===== src/rtl/sudoku_check_sched_if.sv =====
// Handshake and board-memory bus between main_FSM, the board RAM and the scan scheduler.
// The master side drives the request and supplies read data; the slave side is the scheduler.
interface sudoku_check_sched_if #(
   parameter int ADDR_W = 7,
   parameter int DATA_W = 4
);
   logic              start;
   logic              cancel;
   logic              rd_en;
   logic [ADDR_W-1:0] rd_addr;
   logic [DATA_W-1:0] rd_data;
   logic              busy;
   logic              done;
   logic              valid;
   logic              solved;
   logic              err_flag;
   logic [4:0]        err_group;

   modport master (
      output start, cancel, rd_data,
      input  rd_en, rd_addr, busy, done, valid, solved, err_flag, err_group
   );

   modport slave (
      input  start, cancel, rd_data,
      output rd_en, rd_addr, busy, done, valid, solved, err_flag, err_group
   );
endinterface


===== src/rtl/sudoku_check_sched.sv =====
// Board-check scan scheduler: reads all 81 cells as 9 rows, 9 columns and 9 boxes,
// checks each group for duplicates/illegal values/empties and reports a one-cycle verdict.
module sudoku_check_sched #(
   parameter int ADDR_W       = 7,
   parameter int DATA_W       = 4,
   parameter int ABORT_ON_ERR = 1
) (
   input logic                 clka,
   input logic                 restart,
   sudoku_check_sched_if.slave bus
);

   typedef enum logic [1:0] {IDLE, SCAN, DRAIN, DONE} state_t;

   state_t      state, state_nxt;
   logic [1:0]  iss_t;
   logic [3:0]  iss_g, iss_e;
   logic        chk_valid;
   logic [3:0]  chk_e;
   logic [4:0]  chk_grp;
   logic [8:0]  seen;
   logic        grp_conf, conflict, empty;
   logic        valid_q, solved_q, err_flag_q;
   logic [4:0]  err_group_q;

   logic [6:0]  row_addr, col_addr, box_addr, cell_addr, box_base, box_off;
   logic [4:0]  grp_idx;
   logic [8:0]  seen_base, digit_hot, seen_nxt;
   logic        chk_act, illegal, dup, is_empty, grp_conf_nxt, group_fail;
   logic        abort_hit, last_issue, rd_en_int, conf_final, empty_final, start_ok;

   function automatic logic [6:0] mul9(input logic [3:0] x);
      return {x, 3'b000} + {3'b000, x};
   endfunction

   // Box addresses split into a per-box corner and a per-element offset, both tiny tables.
   always_comb begin
      box_base = 7'd0;
      box_off  = 7'd0;
      case (iss_g)
         4'd1: box_base = 7'd3;
         4'd2: box_base = 7'd6;
         4'd3: box_base = 7'd27;
         4'd4: box_base = 7'd30;
         4'd5: box_base = 7'd33;
         4'd6: box_base = 7'd54;
         4'd7: box_base = 7'd57;
         4'd8: box_base = 7'd60;
         default: box_base = 7'd0;
      endcase
      case (iss_e)
         4'd1: box_off = 7'd1;
         4'd2: box_off = 7'd2;
         4'd3: box_off = 7'd9;
         4'd4: box_off = 7'd10;
         4'd5: box_off = 7'd11;
         4'd6: box_off = 7'd18;
         4'd7: box_off = 7'd19;
         4'd8: box_off = 7'd20;
         default: box_off = 7'd0;
      endcase
      row_addr  = mul9(iss_g) + {3'b000, iss_e};
      col_addr  = mul9(iss_e) + {3'b000, iss_g};
      box_addr  = box_base + box_off;
      cell_addr = (iss_t == 2'd0) ? row_addr : (iss_t == 2'd1) ? col_addr : box_addr;
      grp_idx   = {iss_t, 3'b000} + {3'b000, iss_t} + {1'b0, iss_g};
   end

   // Per-element check of the returning data; a failing last element stops reads that same
   // cycle, which is why rd_en carries a combinational term from rd_data.
   always_comb begin
      chk_act   = chk_valid & ~bus.cancel;
      seen_base = (chk_e == 4'd0) ? 9'd0 : seen;
      for (int i = 0; i < 9; i++) digit_hot[i] = (bus.rd_data == DATA_W'(i + 1));
      illegal      = bus.rd_data > DATA_W'(9);
      is_empty     = bus.rd_data == '0;
      dup          = |(digit_hot & seen_base);
      grp_conf_nxt = ((chk_e == 4'd0) ? 1'b0 : grp_conf) | illegal | dup;
      seen_nxt     = seen_base | digit_hot;
      group_fail   = chk_act && (chk_e == 4'd8) && grp_conf_nxt;
      abort_hit    = (ABORT_ON_ERR != 0) && group_fail;
      last_issue   = (iss_t == 2'd2) && (iss_g == 4'd8) && (iss_e == 4'd8);
      rd_en_int    = (state == SCAN) && !abort_hit;
      conf_final   = conflict | group_fail;
      empty_final  = empty | (chk_act & is_empty);
      start_ok     = (state == IDLE) && bus.start;
   end

   always_comb begin
      state_nxt = state;
      case (state)
         IDLE:  if (bus.start) state_nxt = SCAN;
         SCAN:  begin
                   if (bus.cancel)     state_nxt = IDLE;
                   else if (abort_hit) state_nxt = DONE;
                   else if (last_issue) state_nxt = DRAIN;
                end
         DRAIN: begin
                   if (bus.cancel)                         state_nxt = IDLE;
                   else if (chk_valid && chk_e == 4'd8)    state_nxt = DONE;
                end
         DONE:  state_nxt = IDLE;
         default: state_nxt = IDLE;
      endcase
   end

   always_ff @(posedge clka or posedge restart) begin
      if (restart) state <= IDLE;
      else         state <= state_nxt;
   end

   // Element/group/type counters walk rows, then columns, then boxes, wrapping back to 0.
   always_ff @(posedge clka or posedge restart) begin
      if (restart) begin
         iss_t <= 2'd0;
         iss_g <= 4'd0;
         iss_e <= 4'd0;
      end else if (start_ok) begin
         iss_t <= 2'd0;
         iss_g <= 4'd0;
         iss_e <= 4'd0;
      end else if (rd_en_int) begin
         if (iss_e == 4'd8) begin
            iss_e <= 4'd0;
            if (iss_g == 4'd8) begin
               iss_g <= 4'd0;
               iss_t <= (iss_t == 2'd2) ? 2'd0 : iss_t + 2'd1;
            end else begin
               iss_g <= iss_g + 4'd1;
            end
         end else begin
            iss_e <= iss_e + 4'd1;
         end
      end
   end

   always_ff @(posedge clka or posedge restart) begin
      if (restart) begin
         chk_valid <= 1'b0;
         chk_e     <= 4'd0;
         chk_grp   <= 5'd0;
      end else begin
         chk_valid <= rd_en_int & ~bus.cancel;
         chk_e     <= iss_e;
         chk_grp   <= grp_idx;
      end
   end

   // Sticky flags and the verdict; the verdict is captured on the way into DONE.
   always_ff @(posedge clka or posedge restart) begin
      if (restart) begin
         seen <= 9'd0; grp_conf <= 1'b0; conflict <= 1'b0; empty <= 1'b0;
         valid_q <= 1'b0; solved_q <= 1'b0; err_flag_q <= 1'b0; err_group_q <= 5'd0;
      end else if (start_ok) begin
         seen <= 9'd0; grp_conf <= 1'b0; conflict <= 1'b0; empty <= 1'b0;
         valid_q <= 1'b0; solved_q <= 1'b0; err_flag_q <= 1'b0; err_group_q <= 5'd0;
      end else begin
         if (chk_act) begin
            seen     <= seen_nxt;
            grp_conf <= grp_conf_nxt;
            if (is_empty) empty <= 1'b1;
            if (group_fail) begin
               conflict <= 1'b1;
               if (!conflict) err_group_q <= chk_grp;
            end
         end
         if (state != DONE && state_nxt == DONE) begin
            valid_q    <= ~conf_final;
            solved_q   <= ~conf_final & ~empty_final;
            err_flag_q <= conf_final;
         end
      end
   end

   assign bus.rd_en     = rd_en_int;
   assign bus.rd_addr   = ADDR_W'(cell_addr);
   assign bus.busy      = (state == SCAN) || (state == DRAIN);
   assign bus.done      = (state == DONE);
   assign bus.valid     = valid_q;
   assign bus.solved    = solved_q;
   assign bus.err_flag  = err_flag_q;
   assign bus.err_group = err_group_q;

endmodule


===== src/flat_wrapper.sv =====
// flat-port wrapper written by rule: the top's interface ports become plain ports
module sudoku_check_sched_flat 
#(
   parameter int ADDR_W       = 7,
   parameter int DATA_W       = 4,
   parameter int ABORT_ON_ERR = 1
)
  (clka, restart, bus_start, bus_cancel, bus_rd_data, bus_rd_en, bus_rd_addr, bus_busy, bus_done, bus_valid, bus_solved, bus_err_flag, bus_err_group);
  sudoku_check_sched_if #(.ADDR_W(ADDR_W), .DATA_W(DATA_W)) bus_i ();
  input logic clka;
  input logic restart;
  input wire logic [$bits(bus_i.start)-1:0] bus_start;
  input wire logic [$bits(bus_i.cancel)-1:0] bus_cancel;
  input wire logic [$bits(bus_i.rd_data)-1:0] bus_rd_data;
  output wire logic [$bits(bus_i.rd_en)-1:0] bus_rd_en;
  output wire logic [$bits(bus_i.rd_addr)-1:0] bus_rd_addr;
  output wire logic [$bits(bus_i.busy)-1:0] bus_busy;
  output wire logic [$bits(bus_i.done)-1:0] bus_done;
  output wire logic [$bits(bus_i.valid)-1:0] bus_valid;
  output wire logic [$bits(bus_i.solved)-1:0] bus_solved;
  output wire logic [$bits(bus_i.err_flag)-1:0] bus_err_flag;
  output wire logic [$bits(bus_i.err_group)-1:0] bus_err_group;
  assign bus_i.start = bus_start;
  assign bus_i.cancel = bus_cancel;
  assign bus_i.rd_data = bus_rd_data;
  assign bus_rd_en = bus_i.rd_en;
  assign bus_rd_addr = bus_i.rd_addr;
  assign bus_busy = bus_i.busy;
  assign bus_done = bus_i.done;
  assign bus_valid = bus_i.valid;
  assign bus_solved = bus_i.solved;
  assign bus_err_flag = bus_i.err_flag;
  assign bus_err_group = bus_i.err_group;
  sudoku_check_sched #(.ADDR_W(ADDR_W), .DATA_W(DATA_W), .ABORT_ON_ERR(ABORT_ON_ERR)) u_core (.clka(clka), .restart(restart), .bus(bus_i));
endmodule

===== config.mk =====
export PLATFORM = sky130hd
export DESIGN_NAME = sudoku_check_sched_flat
export DESIGN_NICKNAME = d
export VERILOG_FILES = /design/src/rtl/sudoku_check_sched_if.sv /design/src/rtl/sudoku_check_sched.sv /design/src/flat_wrapper.sv
export SDC_FILE = /design/constraint.sdc
export NUM_CORES = 1
export LEC_CHECK = 0
export ABC_AREA = 1
export CORE_MARGIN = 4
export CORE_UTILIZATION = 40
export CTS_BUF_LIST = sky130_fd_sc_hd__clkbuf_4 sky130_fd_sc_hd__clkbuf_8
export CTS_CLUSTER_SIZE = 12
export DETAILED_ROUTE_END_ITERATION = 8
export GPL_ROUTABILITY_DRIVEN = 0
export MAX_ROUTING_LAYER = met4
export PLACE_DENSITY = 0.66
export SYNTH_ARGS = -nofsm -noshare
export SYNTH_HDL_FRONTEND = slang
export SYNTH_SLANG_ARGS = --single-unit

===== constraint.sdc =====
create_clock -name clka -period 2.8 [get_ports clka]
set_clock_uncertainty 0.05 [all_clocks]
set_input_delay 0.56 -clock clka [delete_from_list [all_inputs] [get_ports clka]]
set_output_delay 0.56 -clock clka [all_outputs]
set_load 0.01 [all_outputs]

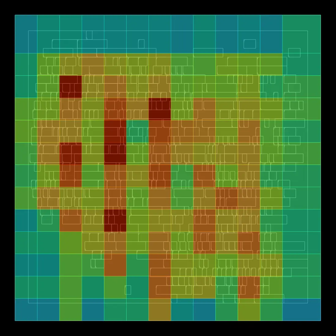
Figure 1: routing congestion.
global-route usage over all layers: 18.5%
Global Route met3 Usage: 1.91%

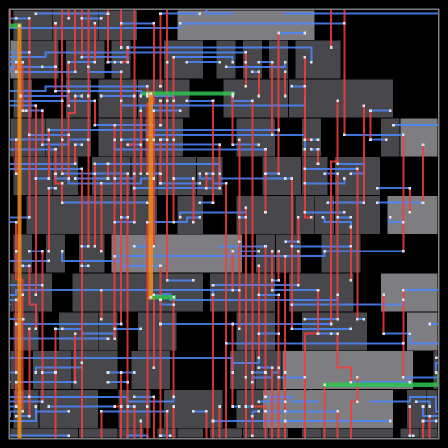
Figure 2: layout detail.
Region (32, 51) to (62, 81) um. Cells in grey, sequential cells in the stronger grey; small squares are vias.
- blue: met1
- orange: met4
- red: met2
- green: met3
- cells with their middle in the window: 72
- most frequent: buf_4 (17), nor2_1 (6), a21oi_1 (6)
- sequential cells in the window: 4
- netlist names of flops here include: `u_core.iss_g` (2), `u_core.iss_t` (2)

==> cell families after synthesis <==
kind of cell | after synthesis | synth area share (%)
adder cells (fa/ha/maj) | 35 | 15.8
AND-OR/OR-AND | 67 | 12.1
XOR/XNOR | 9 | 2.63
flip-flops | 42 | 35.0
buffers and inverters | 53 | 7.08
AND/OR/NAND/NOR | 175 | 27.3
==> layout make-up <==
class	instances	area share (%)
sequential	42	24.4
clock buffer	6	1.76
inverter	47	4.44
multi-input combinational	286	48.6
clock inverter	2	0.865
timing repair buffer	92	17.0
tap	99	2.86
==> state kept, by name (all words and copies together), names as in the netlist, 2 cells and up <==
name,flops
u_core.iss_g,4
u_core.bus.err_group,5
u_core.seen,9
u_core.iss_t,2
u_core.chk_e,4
u_core.iss_e,4
u_core.state,2
u_core.chk_grp,5
==> power groups by stage <==
stage                     clock (W)  combinational, W  sequential (W)
after global routing       0.000525           0.00318        0.000914
after floorplan                   0           0.00124        0.000862
after detailed placement          0           0.00214        0.000883
after global placement            0           0.00211        0.000877
final                      0.000490           0.00291        0.000894
after CTS                  0.000505           0.00239        0.000874
==> worst paths after layout <==
check / start / slack [ps] / cells past startpoint / end
min in group asynchronous: restart / 660 / 3 / u_core.bus.valid
max in group asynchronous: restart / 1640 / 3 / u_core.iss_e[2]
min: u_core.bus.err_group[4] / 430 / 2 / u_core.bus.err_group[4]
max: u_core.iss_g[0] / -250 / 10 / bus_rd_addr[6]
min reg2reg: u_core.bus.err_group[4] / 430 / 2 / u_core.bus.err_group[4]
max reg2reg: u_core.iss_e[0] / 560 / 14 / u_core.iss_g[2]
==> cell usage in the layout (no fill, tap or decap), types with 8 or more instances in the layout <==
cell type and count:
a21oi_1 19, buf_4 63, clkdlybuf4s50_1 18, dfrtp_1 36
ha_1 13, ha_4 13, inv_1 35, nand2_1 63
nand2_2 8, nand3_1 36, nor2_1 35, o21ai_0 21
xor2_1 8
==> per-stage QoR <==
step           hold slack [ps]  util [%]  total power [W]  TNS, ps
2_1_floorplan              399         -          0.00210        0
3_3_place_gp               407      51.8          0.00299    -2040
3_5_place_dp               417      51.8          0.00302    -2350
4_1_cts                    438      55.7          0.00377     -855
5_1_grt                    475      59.5          0.00462    -1110
6_report                   428      59.5          0.00429     -707
==> worst reg2reg max path, stage by stage, from the launching register on <==
cell      delay [ps]
dfrtp_1          420
inv_2             80
buf_6            120
ha_2             180
nand3_2           90
inv_2             70
buf_4            130
buf_4            120
nor2_1           250
inv_1            130
nand2_4          100
clkinv_2         100
nand2_1           90
nor2_1            50
nor3b_2          180
==> per-layer routing <==
metal	share of wire [%]	up-vias
met5	0	-
met2	48	55
li1	-	1446
met3	2.3	13
met4	2.2	0
met1	48	1367
==> repair_timing <==
item / 4_1_cts / 5_1_grt
setup buffers: 5 / 5
setup endpoints to repair: 7 / 7
pin swaps: 17 / 30
resized: 69 / 65
hold buffers: 0 / 0
==> results_dict.tcl <==
# metrics dict for downstream scripts
set metrics [dict create \
    postSynthSeqShare_pct 35.0 \
    cell_repeated_most_along_the_worst_path "buf_6" \
    antenna_violations_before_repair 0 \
    antenna_cells 0 \
    worst-endpoint-required_ps 2190 \
    synth.largest_area_cell "dfrtp_1" \
    vias_per_cell 5.02 \
    rsz0062_at_grt "true" \
    final_min_period_over_clock_period_pct 109 \
    synth-edff-count 0 \
    hpwlAfterDp_mm 5.50 \
    cts_tree "yes" \
    final_design_area_no_fill_mm2 0.00434 \
    fmaxAchievable_mhz 327 \
    timing_hold_violations_final 0 \
    synth_net_count 424 \
    setup_viol_count_final 3 \
    post_drt_wl_per_cell_um 13.3 \
    num-nets-final 517 \
    status "complete, but fails checks" \
    chipWidth_um 94.6 \
    drt_pre_antenna_iters 4 \
    dp_cells 557 \
    failing_checks "setup timing" \
    warning_count 38 \
    power.leakage_nw 2.11 \
    yosys_warnings 0 \
    postSynthRegisterBits 42 \
    min-delay-path-class "reg2reg" \
    most_frequent_cell_after_synthesis "nand2_1" \
    drt_iter0_drc 76 \
    timing.critical_path.from_type "register" \
    synthArstFlopShare_pct 100 \
    top_usage_layer "met2" \
    fp-utilization_pct 41.2 \
    first_global_vias 2928 \
    slew-limit-headroom_pct 63.9 \
    cap_violations 0 \
    switchingPower_w 0.00191 \
    remaining_drc_errors 0 \
    ys.flop_type "dfrtp_1" \
    placementRows 31 \
    finish.cell_count_without_fillers 574 \
    num_io_pins 26 \
    port_buffers 25 \
    path_clk_slew_ps 80 \
    synthesized_netlist_cell_count 381 \
    synth.avg_cell_area_um2 7.88 \
    share_seq_of_total_power_pct 20.8 \
    intPower_w 0.00238 \
    cp_slowest_cell "fa_1" \
    met1_global_route_usage_pct 23.5 \
    drive_above_1_share_pct 36.0 \
    cts-root-to-sink-buffers 2 \
    wire_length_of_the_first_global_routing_pass_mm 13.1 \
    area_growth_pct 44.5 \
    wirelength_mm 7.66 \
    final_antenna_net_count 0 \
    dr_total_vias 2881 \
    finalWorstSetupSlack_ps -254 \
    critical-path-top-delay-family "adder cells" \
    dp_worst_slack_ps -537 \
]
Power and IR drop assume default switching activity.
